## src/rtl/pll_lock_sequencer.sv

```systemverilog
`default_nettype none
// ============================================================================
// Module   : pll_lock_sequencer
// Brief    : Power-up, configuration and lock supervision for the avsdpll
//            macro. Sequences charge-pump / VCO enables, drives the config
//            bus, counts synchronized feedback pulses per reference window
//            and reports LOCK or FAIL.
// Revision : 1.0 - initial release
// ============================================================================
module pll_lock_sequencer #(
    parameter int T_CP      = 16,
    parameter int T_SETTLE  = 256,
    parameter int WIN       = 64,
    parameter int TOL       = 1,
    parameter int NGOOD     = 4,
    parameter int MAX_WIN   = 16,
    parameter int MAX_RETRY = 3,
    parameter int CNTW      = 8
) (
    input  logic            clk,
    input  logic            rst_n,
    input  logic            en,
    input  logic [3:0]      b_cfg,
    input  logic [CNTW-1:0] exp_cnt,
    input  logic            fb_pulse,
    output logic            en_cp,
    output logic            en_vco,
    output logic [3:0]      b,
    output logic            lock,
    output logic            fail,
    output logic            busy,
    output logic [2:0]      state
);

    // Counter widths; the timer is shared by CP_ON, VCO_ON and RETRY.
    localparam int c_tw = $clog2(((T_SETTLE > T_CP) ? T_SETTLE : T_CP) + 1);
    localparam int c_ww = (WIN > 1) ? $clog2(WIN) : 1;
    localparam int c_gw = $clog2(NGOOD + 1);
    localparam int c_nw = $clog2(MAX_WIN + 1);
    localparam int c_rw = $clog2(MAX_RETRY + 2);

    localparam logic [c_tw-1:0] c_tcp_last  = c_tw'(T_CP - 1);
    localparam logic [c_tw-1:0] c_tset_last = c_tw'(T_SETTLE - 1);
    localparam logic [c_ww-1:0] c_wpos_last = c_ww'(WIN - 1);
    localparam logic [c_gw-1:0] c_good_last = c_gw'(NGOOD - 1);
    localparam logic [c_nw-1:0] c_nwin_last = c_nw'(MAX_WIN - 1);
    localparam logic [c_rw-1:0] c_max_retry = c_rw'(MAX_RETRY);
    localparam logic [CNTW:0]   c_tol       = (CNTW + 1)'(TOL);

    typedef enum logic [2:0] {
        S_OFF     = 3'd0,
        S_CP_ON   = 3'd1,
        S_VCO_ON  = 3'd2,
        S_MEASURE = 3'd3,
        S_LOCKED  = 3'd4,
        S_RETRY   = 3'd5,
        S_FAILED  = 3'd6
    } state_t;

    // Registered enable/status outputs that depend only on the state entered.
    typedef struct packed {
        logic cp;
        logic vco;
        logic busy;
        logic fail;
    } outs_t;

    function automatic outs_t outs_of(input state_t s);
        outs_t o;
        o = '0;
        case (s)
            S_CP_ON:   begin o.cp = 1'b1; o.busy = 1'b1; end
            S_VCO_ON:  begin o.cp = 1'b1; o.vco = 1'b1; o.busy = 1'b1; end
            S_MEASURE: begin o.cp = 1'b1; o.vco = 1'b1; o.busy = 1'b1; end
            S_LOCKED:  begin o.cp = 1'b1; o.vco = 1'b1; end
            S_RETRY:   o.busy = 1'b1;
            S_FAILED:  o.fail = 1'b1;
            default:   o = '0;
        endcase
        return o;
    endfunction

    state_t          r_state;
    logic [c_tw-1:0] r_tcnt;
    logic [c_ww-1:0] r_wpos;
    logic [CNTW-1:0] r_fb;
    logic [c_gw-1:0] r_good;
    logic [c_nw-1:0] r_nwin;
    logic [c_rw-1:0] r_retry;

    logic [CNTW:0]   w_fb_sum;
    logic [CNTW-1:0] w_fb_sat;
    logic [CNTW-1:0] w_fb_next;
    logic [CNTW:0]   w_diff;
    logic            w_win_end;
    logic            w_win_good;
    logic            w_lock_now;
    logic            w_reconfig;

    // Feedback count including this cycle's pulse; the first cycle of a
    // window restarts the count so the previous window's total is dropped.
    assign w_fb_sum  = {1'b0, r_fb} + {{CNTW{1'b0}}, fb_pulse};
    assign w_fb_sat  = w_fb_sum[CNTW] ? {CNTW{1'b1}} : w_fb_sum[CNTW-1:0];
    assign w_fb_next = (r_wpos == '0) ? {{(CNTW-1){1'b0}}, fb_pulse} : w_fb_sat;

    // Unsigned absolute difference at CNTW+1 bits, so nothing wraps.
    assign w_diff     = (w_fb_next >= exp_cnt) ? ({1'b0, w_fb_next} - {1'b0, exp_cnt})
                                               : ({1'b0, exp_cnt} - {1'b0, w_fb_next});
    assign w_win_end  = (r_wpos == c_wpos_last);
    assign w_win_good = (w_diff <= c_tol);
    assign w_lock_now = w_win_end && w_win_good && (r_good == c_good_last);
    assign w_reconfig = (b_cfg != b);

    assign state = r_state;

    // Sequencer: state, timers, window bookkeeping and registered outputs.
    always_ff @(posedge clk or negedge rst_n) begin
        if (!rst_n) begin
            r_state <= S_OFF;
            en_cp   <= 1'b0;
            en_vco  <= 1'b0;
            busy    <= 1'b0;
            fail    <= 1'b0;
            lock    <= 1'b0;
            b       <= 4'b0000;
            r_tcnt  <= '0;
            r_wpos  <= '0;
            r_fb    <= '0;
            r_good  <= '0;
            r_nwin  <= '0;
            r_retry <= '0;
        end else if (!en) begin
            // Dropping the request wins over everything; B keeps its code.
            r_state <= S_OFF;
            {en_cp, en_vco, busy, fail} <= outs_of(S_OFF);
            lock    <= 1'b0;
            r_tcnt  <= '0;
            r_wpos  <= '0;
            r_fb    <= '0;
            r_good  <= '0;
            r_nwin  <= '0;
            r_retry <= '0;
        end else begin
            case (r_state)
                S_OFF: begin
                    b       <= b_cfg;
                    r_retry <= '0;
                    r_tcnt  <= '0;
                    r_state <= S_CP_ON;
                    {en_cp, en_vco, busy, fail} <= outs_of(S_CP_ON);
                end

                S_CP_ON: begin
                    if (r_tcnt == c_tcp_last) begin
                        r_tcnt  <= '0;
                        r_state <= S_VCO_ON;
                        {en_cp, en_vco, busy, fail} <= outs_of(S_VCO_ON);
                    end else begin
                        r_tcnt <= r_tcnt + c_tw'(1);
                    end
                end

                S_VCO_ON: begin
                    if (r_tcnt == c_tset_last) begin
                        r_tcnt  <= '0;
                        r_wpos  <= '0;
                        r_fb    <= '0;
                        r_good  <= '0;
                        r_nwin  <= '0;
                        r_state <= S_MEASURE;
                        {en_cp, en_vco, busy, fail} <= outs_of(S_MEASURE);
                    end else begin
                        r_tcnt <= r_tcnt + c_tw'(1);
                    end
                end

                S_MEASURE, S_LOCKED: begin
                    if (w_reconfig) begin
                        // New divider code: settle again before measuring.
                        b       <= b_cfg;
                        lock    <= 1'b0;
                        r_retry <= '0;
                        r_tcnt  <= '0;
                        r_state <= S_VCO_ON;
                        {en_cp, en_vco, busy, fail} <= outs_of(S_VCO_ON);
                    end else begin
                        r_fb   <= w_fb_next;
                        r_wpos <= w_win_end ? '0 : (r_wpos + c_ww'(1));
                        if (w_win_end && (r_state == S_MEASURE)) begin
                            r_good <= w_win_good ? (r_good + c_gw'(1)) : '0;
                            r_nwin <= r_nwin + c_nw'(1);
                            if (w_lock_now) begin
                                lock    <= 1'b1;
                                r_state <= S_LOCKED;
                                {en_cp, en_vco, busy, fail} <= outs_of(S_LOCKED);
                            end else if (r_nwin == c_nwin_last) begin
                                r_tcnt  <= '0;
                                r_state <= S_RETRY;
                                {en_cp, en_vco, busy, fail} <= outs_of(S_RETRY);
                            end
                        end else if (w_win_end && !w_win_good) begin
                            // Lost lock: start a fresh run of good windows.
                            lock    <= 1'b0;
                            r_good  <= '0;
                            r_nwin  <= '0;
                            r_state <= S_MEASURE;
                            {en_cp, en_vco, busy, fail} <= outs_of(S_MEASURE);
                        end
                    end
                end

                S_RETRY: begin
                    if (r_tcnt == c_tcp_last) begin
                        r_tcnt  <= '0;
                        r_retry <= r_retry + c_rw'(1);
                        if (r_retry >= c_max_retry) begin
                            r_state <= S_FAILED;
                            {en_cp, en_vco, busy, fail} <= outs_of(S_FAILED);
                        end else begin
                            r_state <= S_CP_ON;
                            {en_cp, en_vco, busy, fail} <= outs_of(S_CP_ON);
                        end
                    end else begin
                        r_tcnt <= r_tcnt + c_tw'(1);
                    end
                end

                S_FAILED: begin
                    r_state <= S_FAILED;
                end

                default: begin
                    r_state <= S_OFF;
                    {en_cp, en_vco, busy, fail} <= outs_of(S_OFF);
                    lock    <= 1'b0;
                end
            endcase
        end
    end

endmodule
`default_nettype wire

```

## config.mk

```make
export PLATFORM = sky130hd
export DESIGN_NAME = pll_lock_sequencer
export DESIGN_NICKNAME = d
export VERILOG_FILES = /design/src/rtl/pll_lock_sequencer.sv
export SDC_FILE = /design/constraint.sdc
export NUM_CORES = 1
export LEC_CHECK = 0
export ABC_AREA = 1
export CAP_MARGIN = 25
export CORE_MARGIN = 5
export CORE_UTILIZATION = 60
export CTS_CLUSTER_SIZE = 8
export DETAILED_ROUTE_END_ITERATION = 8
export PLACE_DENSITY = 0.81
export REMOVE_ABC_BUFFERS = 1
export SYNTH_ARGS = -nofsm -noshare
export SYNTH_HDL_FRONTEND = slang
export SYNTH_SLANG_ARGS = --single-unit
```

## constraint.sdc

```tcl
create_clock -name clk -period 4.6 [get_ports clk]
set_input_delay 0.92 -clock clk [delete_from_list [all_inputs] [get_ports clk]]
set_output_delay 0.92 -clock clk [all_outputs]
set_load 0.03 [all_outputs]
```

Register map, names as in the netlist:
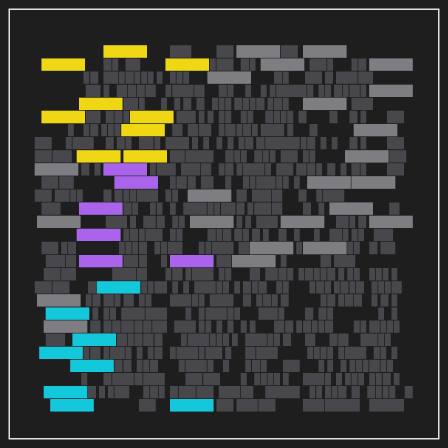
- purple: r_wpos (sequential cells 6; where left middle)
- yellow: r_tcnt (sequential cells 9; where top left)
- cyan: r_fb (sequential cells 8; where bottom left)
Register Area: 1150 sq um
Seq area share: 27.3%
fin util: 70.4%

Wires at chosen ports, followed through buffers:
Scale bar: 20 microns.
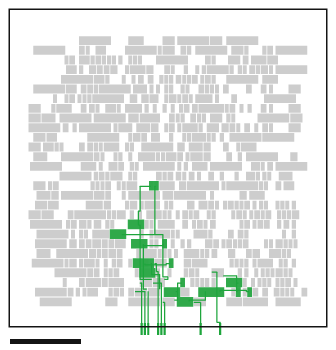
- green: exp_cnt (bits 8; direction input; end cells 17; wire 240 microns)
IO Count: 28
Port Buffers: 27

Metal 1:
Supply wires on this layer in gray.
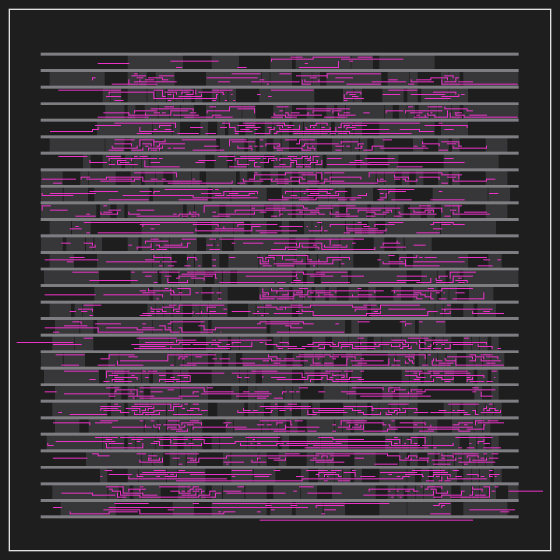
- wire length on this layer: 3,990 microns
- nets with wire on the layer: 563
WL final: 8.42 mm
Vias: 3,466
global routing met1 resource utilization: 32.5%

Metal 2:
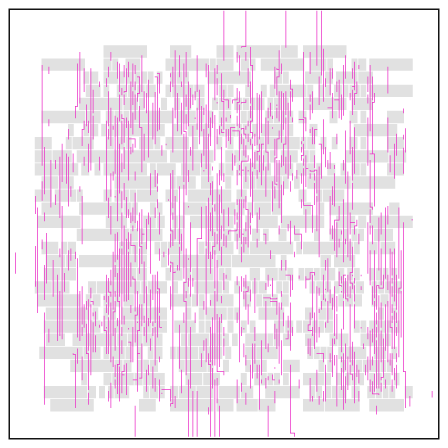
- share of all routed wire: 46%
- main direction: vertical
M2 GR Usage: 36.7%

Routing congestion:
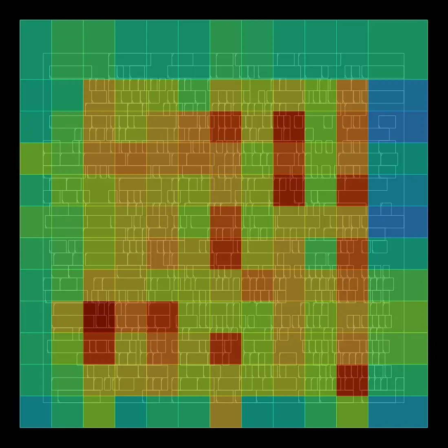
gr usage total: 23.0%
GRT busiest layer: met2

==> changes_impl.md <==
### Metrics

* Final setup violation count at 0
* Die area at 7900 sq um
* Register bit total from synthesis at 46
* Yosys top cell area share at 30.9%
* Syn Inst Count at 528
* Synth Warn # at 0
* Min Hold Slack at 0.456 ns
* CTS clk-pin slew, worst paths at 0.09 ns
* Leak Pwr at 2.10 nW
* Late-Pin Clk Latency at 0.30 ns
* Reg2reg setup slack at 0.98 ns
* Int Pwr at 0.755 mW
* PwrDens at 296 nW/um^2
* Most instantiated logic cells after routing: nand2_1, inv_1, dfrtp_1
* Initial antenna violation count at 0
* DIE WIDTH at 88.9 microns
* Dpl cell area at 4110 sq um
* Area Overhead vs Synth at 13.1%
* RSZ-0062 raised after global routing: false
* Outcome: complete, no violations
* R2r endpoint: busy
* Finished Cell Area at 4220 sq um
* Met1 WL at 3.99 mm
* Fin crit period at 4.29 ns
* Signal buffers at 32
* Setup Skew at 0.00943 ns
* Fin. max-slew vios at 0
* Reg2Reg Depth at 23
* Reg power frac at 39.0%
* DP HPWL at 6.66 mm
* Synth cell count leaders: nand2_1, inv_1, dfrtp_1, nand3_1, nor2_1
* Critical Path Stages at 24
* Setup_tns at 0 ns
* Max reg flops at 9
* Finished Layout Cells at 639
* Clock-cell share at 2.25%
* Pwr top: combinational cells
* Power Clock at 0.269 mW
* Post_cts resized at 0
* Worst Hold Class: in2async
* Slew headroom at 51.4%
* # fillers at 502
* Wirelength per Cell at 13.2 microns
* Worst Setup SP: fb_pulse
* Grt met3 use at 3.91%
* Nets at 610
* First-pass GRT wire length at 14.5 mm
* #MultiIn Comb at 381
* Comb group at 0.493 mW
* Adder Area Share at 10.8%
* Aoi share at 11.1%
* TritonCTS buffer count at 5
* Leading cell kind: multi-input combinational cells
* CTS Hold Bufs at 0
* Antenna Violating Nets Remaining at 0
* Sequential power at 0.488 mW
* Flop count at 46
* Synthesized area at 3730 sq um
* Worst-Margin Slew at 0.722 ns
* Clock share of power at 21.5%
* XOR/XNOR share of the synthesized area at 3.05%
* Count of library flops with an enable pin at 0
* Syn_area_per_cell at 7.07 sq um
* Setup Buffers After CTS at 0
* Largest register by flop count: r_tcnt
Power is estimated from default activity; no workload was simulated.
